==> config.mk <==
export PLATFORM = sky130hd
export DESIGN_NAME = cdu_angle_counter
export DESIGN_NICKNAME = d
export VERILOG_FILES = /design/src/rtl/cdu_angle_counter.sv
export SDC_FILE = /design/constraint.sdc
export NUM_CORES = 1
export LEC_CHECK = 0
export CORE_UTILIZATION = 40
export DETAILED_ROUTE_END_ITERATION = 16
export REMOVE_ABC_BUFFERS = 1
export SYNTH_ARGS = -nofsm -noshare
export SYNTH_HDL_FRONTEND = slang
export SYNTH_SLANG_ARGS = --single-unit
==> constraint.sdc <==
create_clock -name clk -period 5.23 [get_ports clk]
set_clock_uncertainty 0.15 [all_clocks]
set_input_delay 1.569 -clock clk [delete_from_list [all_inputs] [get_ports clk]]
set_output_delay 1.569 -clock clk [all_outputs]
set_load 0.03 [all_outputs]
==> src/rtl/cdu_angle_counter.sv <==
// rtl/cdu_angle_counter.sv - CDU shaft-angle counter with pulse synchronizers, backlog and AGC zero
module cdu_angle_counter #(
    parameter int SYNC_STAGES = 2
) (
    input  logic        clk,
    input  logic        rst,
    input  logic        ATpPGH,
    input  logic        ATmPGH,
    input  logic        AGCZ,
    input  logic        cnt_slot,
    output logic [14:0] angle,
    output logic [3:0]  pending,
    output logic        ovf,
    output logic        conflict
);

    logic [SYNC_STAGES-1:0] p_sync_q, m_sync_q, z_sync_q;
    logic                   p_prev_q, m_prev_q;

    logic [14:0] angle_q, angle_d;
    logic [3:0]  pending_q, pending_d;
    logic        ovf_q, ovf_d;
    logic        conflict_q, conflict_d;

    logic              p_lvl, m_lvl, z_lvl;
    logic              p_edge, m_edge;
    logic signed [4:0] edge_step, drain_step, pend_ext, pend_drained, pend_sum;
    logic signed [4:0] angle_step;

    // Synchronizer chains and edge-detect history; prev keeps tracking during AGCZ
    always_ff @(posedge clk) begin
        if (rst) begin
            p_sync_q <= '0;
            m_sync_q <= '0;
            z_sync_q <= '0;
            p_prev_q <= 1'b0;
            m_prev_q <= 1'b0;
        end else begin
            p_sync_q <= {p_sync_q[SYNC_STAGES-2:0], ATpPGH};
            m_sync_q <= {m_sync_q[SYNC_STAGES-2:0], ATmPGH};
            z_sync_q <= {z_sync_q[SYNC_STAGES-2:0], AGCZ};
            p_prev_q <= p_sync_q[SYNC_STAGES-1];
            m_prev_q <= m_sync_q[SYNC_STAGES-1];
        end
    end

    // Next-state: edge/drain arithmetic, bypass, backlog bound and zero command
    always_comb begin
        angle_d      = angle_q;
        pending_d    = pending_q;
        ovf_d        = ovf_q;
        conflict_d   = conflict_q;

        p_lvl        = p_sync_q[SYNC_STAGES-1];
        m_lvl        = m_sync_q[SYNC_STAGES-1];
        z_lvl        = z_sync_q[SYNC_STAGES-1];
        p_edge       = p_lvl & ~p_prev_q;
        m_edge       = m_lvl & ~m_prev_q;

        if (p_edge && !m_edge)
            edge_step = 5'sd1;
        else if (m_edge && !p_edge)
            edge_step = -5'sd1;
        else
            edge_step = 5'sd0;

        if (cnt_slot && (pending_q != 4'd0))
            drain_step = pending_q[3] ? -5'sd1 : 5'sd1;
        else
            drain_step = 5'sd0;

        pend_ext     = {pending_q[3], pending_q};
        pend_drained = pend_ext - drain_step;
        pend_sum     = pend_drained + edge_step;
        angle_step   = drain_step;

        if (z_lvl) begin
            angle_d   = 15'd0;
            pending_d = 4'd0;
        end else begin
            if (p_edge && m_edge)
                conflict_d = 1'b1;
            if (cnt_slot && (pending_q == 4'd0)) begin
                // Empty backlog with a strobe: the edge goes straight to the angle
                angle_step = edge_step;
            end else if ((pend_sum > 5'sd7) || (pend_sum < -5'sd8)) begin
                pending_d = pend_drained[3:0];
                ovf_d     = 1'b1;
            end else begin
                pending_d = pend_sum[3:0];
            end
            angle_d = angle_q + {{10{angle_step[4]}}, angle_step};
        end
    end

    // Architectural state registers
    always_ff @(posedge clk) begin
        if (rst) begin
            angle_q    <= 15'd0;
            pending_q  <= 4'd0;
            ovf_q      <= 1'b0;
            conflict_q <= 1'b0;
        end else begin
            angle_q    <= angle_d;
            pending_q  <= pending_d;
            ovf_q      <= ovf_d;
            conflict_q <= conflict_d;
        end
    end

    assign angle    = angle_q;
    assign pending  = pending_q;
    assign ovf      = ovf_q;
    assign conflict = conflict_q;

endmodule

### Layout detail, run 1

Scale bar: 5 um. Region (26, 41) to (46, 61) um. Cells in gray, sequential cells in the stronger gray; small squares are vias.
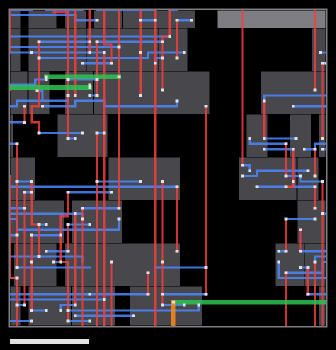
color	layer
blue	met1
red	met2
green	met3
orange	met4
cells with their middle in the window	24
most frequent	ha_1 (5), inv_1 (3)
sequential cells in the window	0

### Selected gate families, run 1

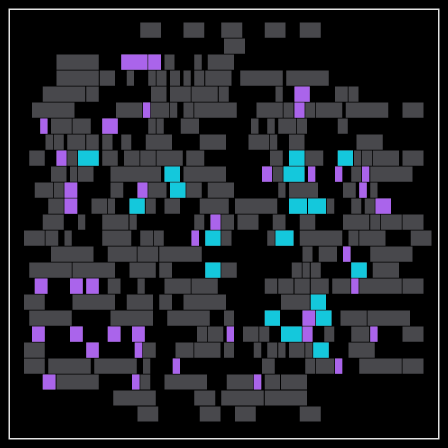
color	family	cells	most used
purple	NOR gates	39	nor2_1
cyan	AND-OR and OR-AND gates	18	o21a_1

==> git commit body, run 1 <==
Update PnR metrics after Yosys + OpenROAD run

- For reference, the clock transition at the flip-flops on the worst setup and hold paths is 70 ps.
- Clk network pwr share: 19.2%
- Init Core Util: 41.88%
* Fill cell count: 477
* Share of final layout cell area taken by non-clock buffers: 11.81%
* Post-route DRC: 0
- In this run the register-to-register setup slack is 1460 ps.
- Met3 usage: 4.144%
* Ratio of cells with drive above 1 in the final layout: 6.742%
* Clock insertion delay at the later pin of the skew report: 280 ps
- Sequential share of the synthesized area: 28.96%
- Looking at the critical path, the highest net fanout was 9.
* Clock tree from TritonCTS: yes
* Instance area at placement: 2366 um2
* CP Class: in -> reg
* Overall Power: 0.9780 mW
* Post-synthesis cell count from yosys: 232
- Buffer cell driving the clock tree root: clkbuf_8
- Number of vias in the routed layout: 1756
- In the post-route analysis, the smallest setup slack over all paths is 414.9 ps.
- For this design the total switching power over the nets is 0.4191 mW.
- The synthesized netlist occupies a cell area of 2004 um2.
- Per the slew report, the remaining headroom to the max-slew limit stands at 59.55%.
- Gate count of the mapped netlist: 232
- Across all hold checks on the routed design, the worst slack comes to 286.7 ps.
- The run finished with clean final reports.
- Derived from the worst setup path, the maximum achievable clock frequency is 207.7 MHz.
- dfxtp_1 is the most common cell in the netlist.
- Final Net Count: 300
- Global-route total usage across every layer: 17.08%
* Number of buffers created by CTS: 5
* Synth Flop Type: dfxtp_1
- Critical-path cell list: clkdlybuf4s50_1 > inv_1 > nor2_1 > ha_1 > inv_1 > fa_1 > fa_1 > a21o_1 > a21oi_2 > xnor3_2 > and4_1 > or3_1
- Origin of the worst setup path: cnt_slot
* H-Tree Depth: 2
- The via count of the first global-routing pass was 1614.
- Launch point of the worst hold path: p_sync_q[0]
- Slowest cell on the critical path: clkdlybuf4s50_1
* Number of ordinary inverters in the final layout: 16
- The design received a total of 67 well taps at floorplan.
* Power per standard cell area: 398.0 nW/um2
- Yosys mapped a number of flops with a built-in enable equal to 0.
- Crit start category: input port
* Most crowded layer after global routing: met2
- In this run the VDD rail shows a maximum IR drop of 0.3004 mV.
* Final setup viols: 0
- Multi-input logic gates represent a cell area share of 54.99%.
- For hold timing, the worst endpoint is p_sync_q[1].
- The number of placed instances, taps included, is 326.
- Per the layout area report, the register area comes to 580.6 um2.
- Max-slew violation total from the final report: 0
- The transition time recorded at the tightest slew-check pin is 604.5 ps.
- The die is 72.79 um wide.
* Drt pass-1 iters: 4
* Synthesized chip area reported by yosys: 2004 um2
- Final hold violation count: 0
- Dividing the detail-routed via count by the number of cells gives 5.257.
* Total negative setup slack: 0 ps
- Routed length per instance: 12.36 um
* GR met1 Demand/Resource: 21.67%
- XOR-XNOR Cells, Area Fraction: 5.119%
* OpenROAD warning count: 28
- The tool flagged a number of max-cap violations equal to 0.
- Registers represent a cell area share of 23.63%.
- A synthesized cell averages 8.640 um2.
- Sorting the synthesized cells by area gives the leading types as dfxtp_1 29%, ha_1 16%, a21oi_1 5.0%.
- Per the post-route antenna check, the number of violating nets is 0.
* Routed length on met1: 2.003 mm
- Post-CTS resize count: 0
### I/O pins on the die edge, run 1

Scale bar: 20 um. Pins as bars across the die edge, other pins in gray.
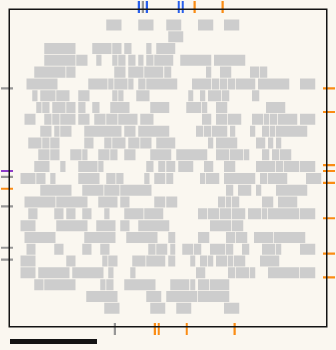
color	port	pins	direction	edge
purple	ovf	1	output	left
orange	angle	15	output	8 right, 4 bottom, 2 top, 1 left
blue	pending	4	output	top

==> run 1: power groups by stage <==
| stage | logic, mW | registers [mW] | clock network [mW] |
|---|---|---|---|
| after CTS | 0.515 | 0.274 | 0.193 |
| final | 0.516 | 0.274 | 0.188 |
| after detailed placement | 0.510 | 0.279 | 0 |
| after global placement | 0.515 | 0.280 | 0 |
| after floorplan | 0.317 | 0.327 | 0 |
| after global routing | 0.575 | 0.279 | 0.203 |
==> run 1: placed cells by master, fill, tap and decap left out, types with 4 or more instances in the layout <==
cell type and instances:
a211oi_1 6, a21o_1 4, a21oi_1 20, buf_4 4, clkbuf_8 5, clkdlybuf4s50_1 26, dfxtp_1 29, ha_1 25
inv_1 16, nand2_1 12, nor2_1 16, nor2b_1 10, nor3_1 6, o21a_1 8, o21ai_0 14, or3_1 4
xor2_1 6
## Run 2: what changed since run 1
--- a/config.mk
+++ b/config.mk
@@ -6,6 +6,7 @@
 export NUM_CORES = 1
 export LEC_CHECK = 0
 export CORE_UTILIZATION = 40
+export CTS_CLUSTER_SIZE = 10
 export DETAILED_ROUTE_END_ITERATION = 16
 export REMOVE_ABC_BUFFERS = 1
 export SYNTH_ARGS = -nofsm -noshare
==> run 2 against run 1 <==
Clock power about the same; final cell count unchanged; via count unchanged; register-to-register slack about the same; die size unchanged; critical path type unchanged; largest power group unchanged.
==> git commit body, run 2 <==
Update PnR metrics after Yosys + OpenROAD run

- The synthesized netlist handed to floorplanning was reported with a cell count of 232.
* Total number of clock tree sinks: 29
- Once detail routing completed, the nets flagged for antenna violations numbered 0.
- CTS hold repair buffers: 0
- At the floorplan stage, the core utilization is reported as 41.88%.
- The stage logs contain a warning count of 28.
- Yosys instantiated no cell more often than dfxtp_1.
- Overall Power: 0.9780 mW
* Detailed-route vias per instance: 5.257
- Crit start category: input port
* Instance area at placement: 2366 um2
- Sequential share of the synthesized area: 28.96%
* H-Tree Depth: 2
* Seq pwr: 0.274 mW
- Max IR drop VDD: 0.3004 mV
- Fill cells in the final layout number 477.
- In the hold report, the worst path ends at p_sync_q[1].
* Total negative setup slack: 0 ps
- Routed length per instance: 12.36 um
- The via count of the first global-routing pass was 1614.
* Global-route total usage across every layer: 17.08%
- Clock transition at path regs: 70 ps
* Final Net Count: 300
* Post-synthesis cell count from yosys: 232
- Looking at the setup timing report, the critical path kind is in -> reg.
- Leading cell types in the layout, fill and taps excluded: 29 x dfxtp_1, 26 x clkdlybuf4s50_1, 25 x ha_1
- Dpl cells: 326
- In the log, the iteration count for the first detailed-route pass is 4.
* Post-route DRC: 0
* Critical path peak fanout: 9
* XOR-XNOR Cells, Area Fraction: 5.119%
* Post-CTS resize count: 0
* Final hold violation count: 0
- For reference, the critical path is launched at cnt_slot.
- Largest net degree at the start of global routing: 13
- The worst-case reg-to-reg setup slack stands at 1460 ps.
- Power consumed by combinational cells: 0.516 mW
- Post-Synth Adder-Cell Area: 19.10%
* Max frequency: 207.7 MHz
* Synth Flop Type: dfxtp_1
* Power spent charging and discharging nets: 0.4191 mW
- Num rows: 25
- For this run, the final setup violation count is recorded as 0.
- Clock insertion delay at the later pin of the skew report: 280 ps
- The flow ran to the end, and the final reports show no timing, DRC or antenna violations.
- Clk network pwr share: 19.2%
- According to the Yosys statistics, the synthesized design has a chip area of 2004 um2.
- Cell area after technology mapping: 2004 um2
* Cell depth of the worst setup path: 12
* Top post-synthesis cells by area: dfxtp_1 29%, ha_1 16%, a21oi_1 5.0%
- Critical-path cell list: clkdlybuf4s50_1 > inv_1 > nor2_1 > ha_1 > inv_1 > fa_1 > fa_1 > a21o_1 > a21oi_2 > xnor3_2 > and4_1 > or3_1
- Number of vias in the routed layout: 1756
- Launch point of the worst hold path: p_sync_q[0]
- The slowest stage of the critical path belongs to the cell clkdlybuf4s50_1.
- Ratio of cells with drive above 1 in the final layout: 6.742%
* Flip-flops with a built-in enable: 0
* Combinational share of power: 52.7%
* P_clk: 0.188 mW
* Buffer cell driving the clock tree root: clkbuf_8
- In this run the power density over the cells is 398.0 nW/um2.
- Slew headroom: 59.55%
* Reported max-cap violation count: 0
- Clock tree synthesis inserted a total of 5 buffers.
- Dividing the synthesized area by the synthesized cell count gives 8.640 um2.
- Max-slew violation total from the final report: 0
* Clock tree from TritonCTS: yes
* Die X-Extent: 72.79 um
- The gate-level netlist out of Yosys references 43 unique cell types.
* Routed length on met1: 2.003 mm
==> run 2: layout make-up <==
class | count | area [um2] | area share [%]
Clock buffer | 5 | 68.82 | 2.800
Tap cell | 67 | 83.83 | 3.411
Sequential cell | 29 | 580.6 | 23.63
Inverter | 16 | 60.06 | 2.444
Multi-Input combinational cell | 184 | 1351 | 54.99
Clock inverter | 3 | 22.52 | 0.9165
Timing Repair Buffer | 30 | 290.3 | 11.81
==> run 2: stage by stage <==
stage                     hold WS (ps)  setup WS (ps)
final                            286.7          414.9
after global routing             309.7          196.3
after CTS                        294.2          409.8
after detailed placement         276.4          102.7
after global placement           265.3          195.0
after floorplan                  263.8          791.9
==> run 2: per-layer routing <==
layer  vias to the layer above  GRT usage [%]
li1                        912              -
met1                       799          21.67
met2                        39          29.60
met3                         6          4.144
met4                         0          3.268
met5                         -              0
### I/O pins on the die edge, run 2

Scale bar: 20 um. Pins as bars across the die edge, other pins in gray.
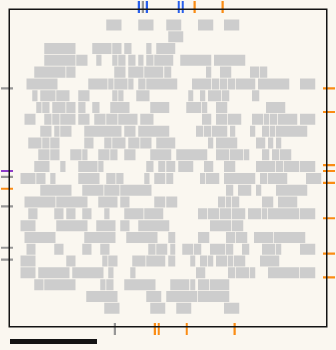
color	port	pins	direction	edge
orange	angle	15	output	8 right, 4 bottom, 2 top, 1 left
blue	pending	4	output	top
purple	ovf	1	output	left
all pins by edge	8 right, 7 left, 7 top, 5 bottom

### Selected gate families, run 2

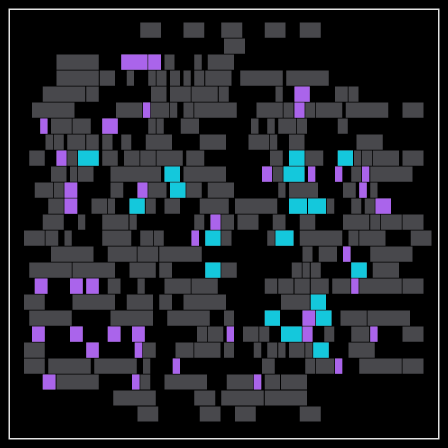
color	family	cells	most used
purple	NOR gates	39	nor2_1
cyan	AND-OR and OR-AND gates	18	o21a_1
Finished Layout Cells: 334
most frequent logic cell in the layout: dfxtp_1
multi-input gate share of total cell area: 54.99%

## Run 3: what changed since run 2
--- a/config.mk
+++ b/config.mk
@@ -5,7 +5,9 @@
 export SDC_FILE = /design/constraint.sdc
 export NUM_CORES = 1
 export LEC_CHECK = 0
+export CORE_MARGIN = 10
 export CORE_UTILIZATION = 40
+export CTS_CLUSTER_DIAMETER = 200
 export CTS_CLUSTER_SIZE = 10
 export DETAILED_ROUTE_END_ITERATION = 16
 export REMOVE_ABC_BUFFERS = 1
==> run 3 against run 2 <==
Clock power increased by 31%; final cell count stayed put; critical path depth stayed put.
==> git commit body, run 3 <==
Update PnR metrics after Yosys + OpenROAD run

- The library cell used most frequently in the layout, excluding fill and tap cells, is dfxtp_1.
- Number of top-level design ports: 27
- Per the detail_route report, vias per standard cell equal 5.228.
- Routed length per instance: 13.43 um
- Total number of clock tree sinks: 29
- Area taken by multi-input logic gates: 1351 um2
- Reported max-cap violation count: 0
- Critical path peak fanout: 9
* Seq pwr: 0.275 mW
- Drt pass-1 iters: 4
- Wire length of the first global-routing pass: 7.838 mm
* Ratio of cells with drive above 1 in the final layout: 6.742%
- Post-CTS resize count: 0
- Number of antenna-violating nets in the routed design: 0
- In this run the most used layer during global routing was met2.
- At the later pin of the worst-skew pair, clock insertion delay measures 280 ps.
- Synth Flop Type: dfxtp_1
- Logged for this run, the post-placement worst setup slack is 97.94 ps.
- Power per standard cell area: 417.8 nW/um2
* Init Core Util: 41.88%
* Flip-flops with a built-in enable: 0
* Critical-path cell list: clkdlybuf4s50_1 > inv_1 > nor2_1 > ha_1 > inv_1 > fa_1 > fa_1 > a21o_1 > a21oi_2 > xnor3_2 > and4_1 > or3_1
- Finished Layout Cells: 334
* Total negative setup slack: 0 ps
- Final hold violation count: 0
* Post-Synth Adder-Cell Area: 19.10%
- Top pwr grp: combinational logic
- OpenROAD emitted warnings numbering 28.
- Sequential share of the synthesized area: 28.96%
- Overall Power: 1.039 mW
* Clock transition at path regs: 70 ps
- Power spent charging and discharging nets: 0.4182 mW
* Tightest Pin Transition: 601.0 ps
* Global-route total usage across every layer: 11.28%
* XOR-XNOR Cells, Area Fraction: 5.119%
- The highest supply drop recorded on VDD is 0.2588 mV.
- For reference, the placement row count at floorplan is 25.
* Least setup slack across all paths after layout: 399.5 ps
- CP Class: in -> reg
* Clock tree from TritonCTS: yes
- Aggregate global routing overflow: 0
* H-Tree Depth: 2
* Max frequency: 207.0 MHz
- P_clk: 0.246 mW
- Among all stages on the critical path, the largest delay is contributed by clkdlybuf4s50_1.
- Cell area after technology mapping: 2004 um2
* CTS hold repair buffers: 0
- Leading cell types in the layout, fill and taps excluded: 29 x dfxtp_1, 26 x clkdlybuf4s50_1, 25 x ha_1
- For this block, the via count after detailed routing is 1746.
- Max-slew violation total from the final report: 0
* Final Net Count: 300
* Slew headroom: 59.78%
* HPWL Detailed: 3.351 mm
- For this run, the final setup violation count is recorded as 0.
* Synthesized area divided by synthesized cell count: 8.640 um2
* Result of the run: finished, final reports clean
- After detailed routing, the wire length on met1 is 2.173 mm.
* Top post-synthesis cells by area: dfxtp_1 29%, ha_1 16%, a21oi_1 5.0%
- Buffer cell driving the clock tree root: clkbuf_8
* Largest net degree at the start of global routing: 13
- Most numerous cell in the Yosys netlist: dfxtp_1
- GR met1 Demand/Resource: 13.17%
- The cell count after synthesis came out at 232.
- Final hold slack: 281.6 ps
- Via count of the first global-routing pass: 1709
* Number of buffers created by CTS: 5
- Across all register-to-register paths, the minimum setup slack is 1440 ps.
* Synthesized chip area reported by yosys: 2004 um2
* Power consumed by combinational cells: 0.518 mW
- Post-route DRC: 0
- After synthesis the netlist holds a flip-flop and latch count of 29.
- The share of total power dissipated in the clock network is 23.7%.
* Dpl cells: 326
* Storage cell area: 580.6 um2
- Met2 usage in global routing: 18.93%
- Summed over all layers, the routed wires come to 4.484 mm.
- Instance area at placement: 2366 um2
==> run 3: cell count changes in the layout (fill, tap and decap cells not counted) <==
| cell | delta |
|---|---|
| bufinv_16 | +1 |
| clkinvlp_4 | -2 |
| clkbuf_8 | +1 |
==> run 3: cell type report <==
| type | count | area share (%) |
|---|---|---|
| Tap cell | 67 | 3.372 |
| Multi-Input combinational cell | 184 | 54.35 |
| Clock buffer | 6 | 3.322 |
| Inverter | 16 | 2.416 |
| Clock inverter | 2 | 1.510 |
| Timing Repair Buffer | 30 | 11.68 |
| Sequential cell | 29 | 23.35 |
==> run 3: worst paths after layout <==
kind	from	end	cells past startpoint
setup / recovery	cnt_slot	pending[1]	12
hold / removal	p_sync_q[0]	p_sync_q[1]	1
setup reg to reg	pending[1]	pending[1]	11
hold reg to reg	p_sync_q[0]	p_sync_q[1]	1
### Selected gate families, run 3

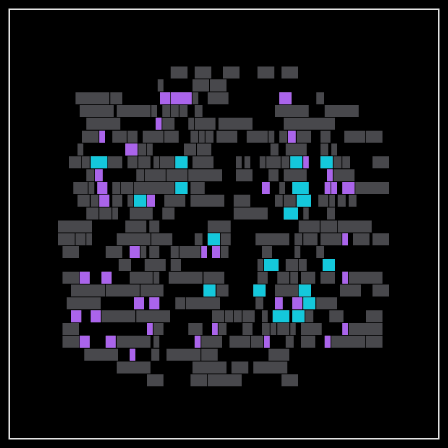
color	family	cells	most used
purple	NOR gates	39	nor2_1
cyan	AND-OR and OR-AND gates	18	o21a_1
multi-input gate share of total cell area: 54.35%

### I/O pins on the die edge, run 3

Scale bar: 20 um. Pins as bars across the die edge, other pins in gray.
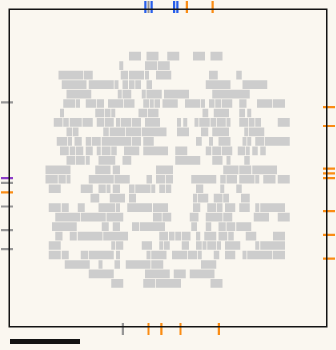
color	port	pins	direction	edge
purple	ovf	1	output	left
blue	pending	4	output	top
orange	angle	15	output	8 right, 4 bottom, 2 top, 1 left
all pins by edge	8 right, 7 left, 7 top, 5 bottom
Die X-Extent: 90.79 um
count of port buffers added during placement: 26
die boundary height: 90.79 um


## Gallery

Clock wiring as the flow saved it.
panel A
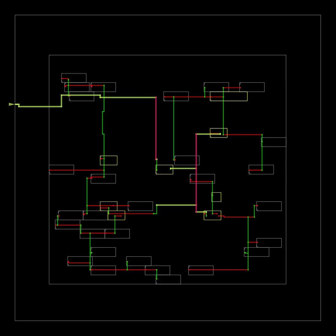
panel B
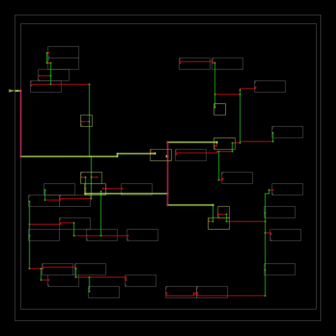
panel A -> run 3
panel B -> run 2

Power is estimated from default activity; no workload was simulated.
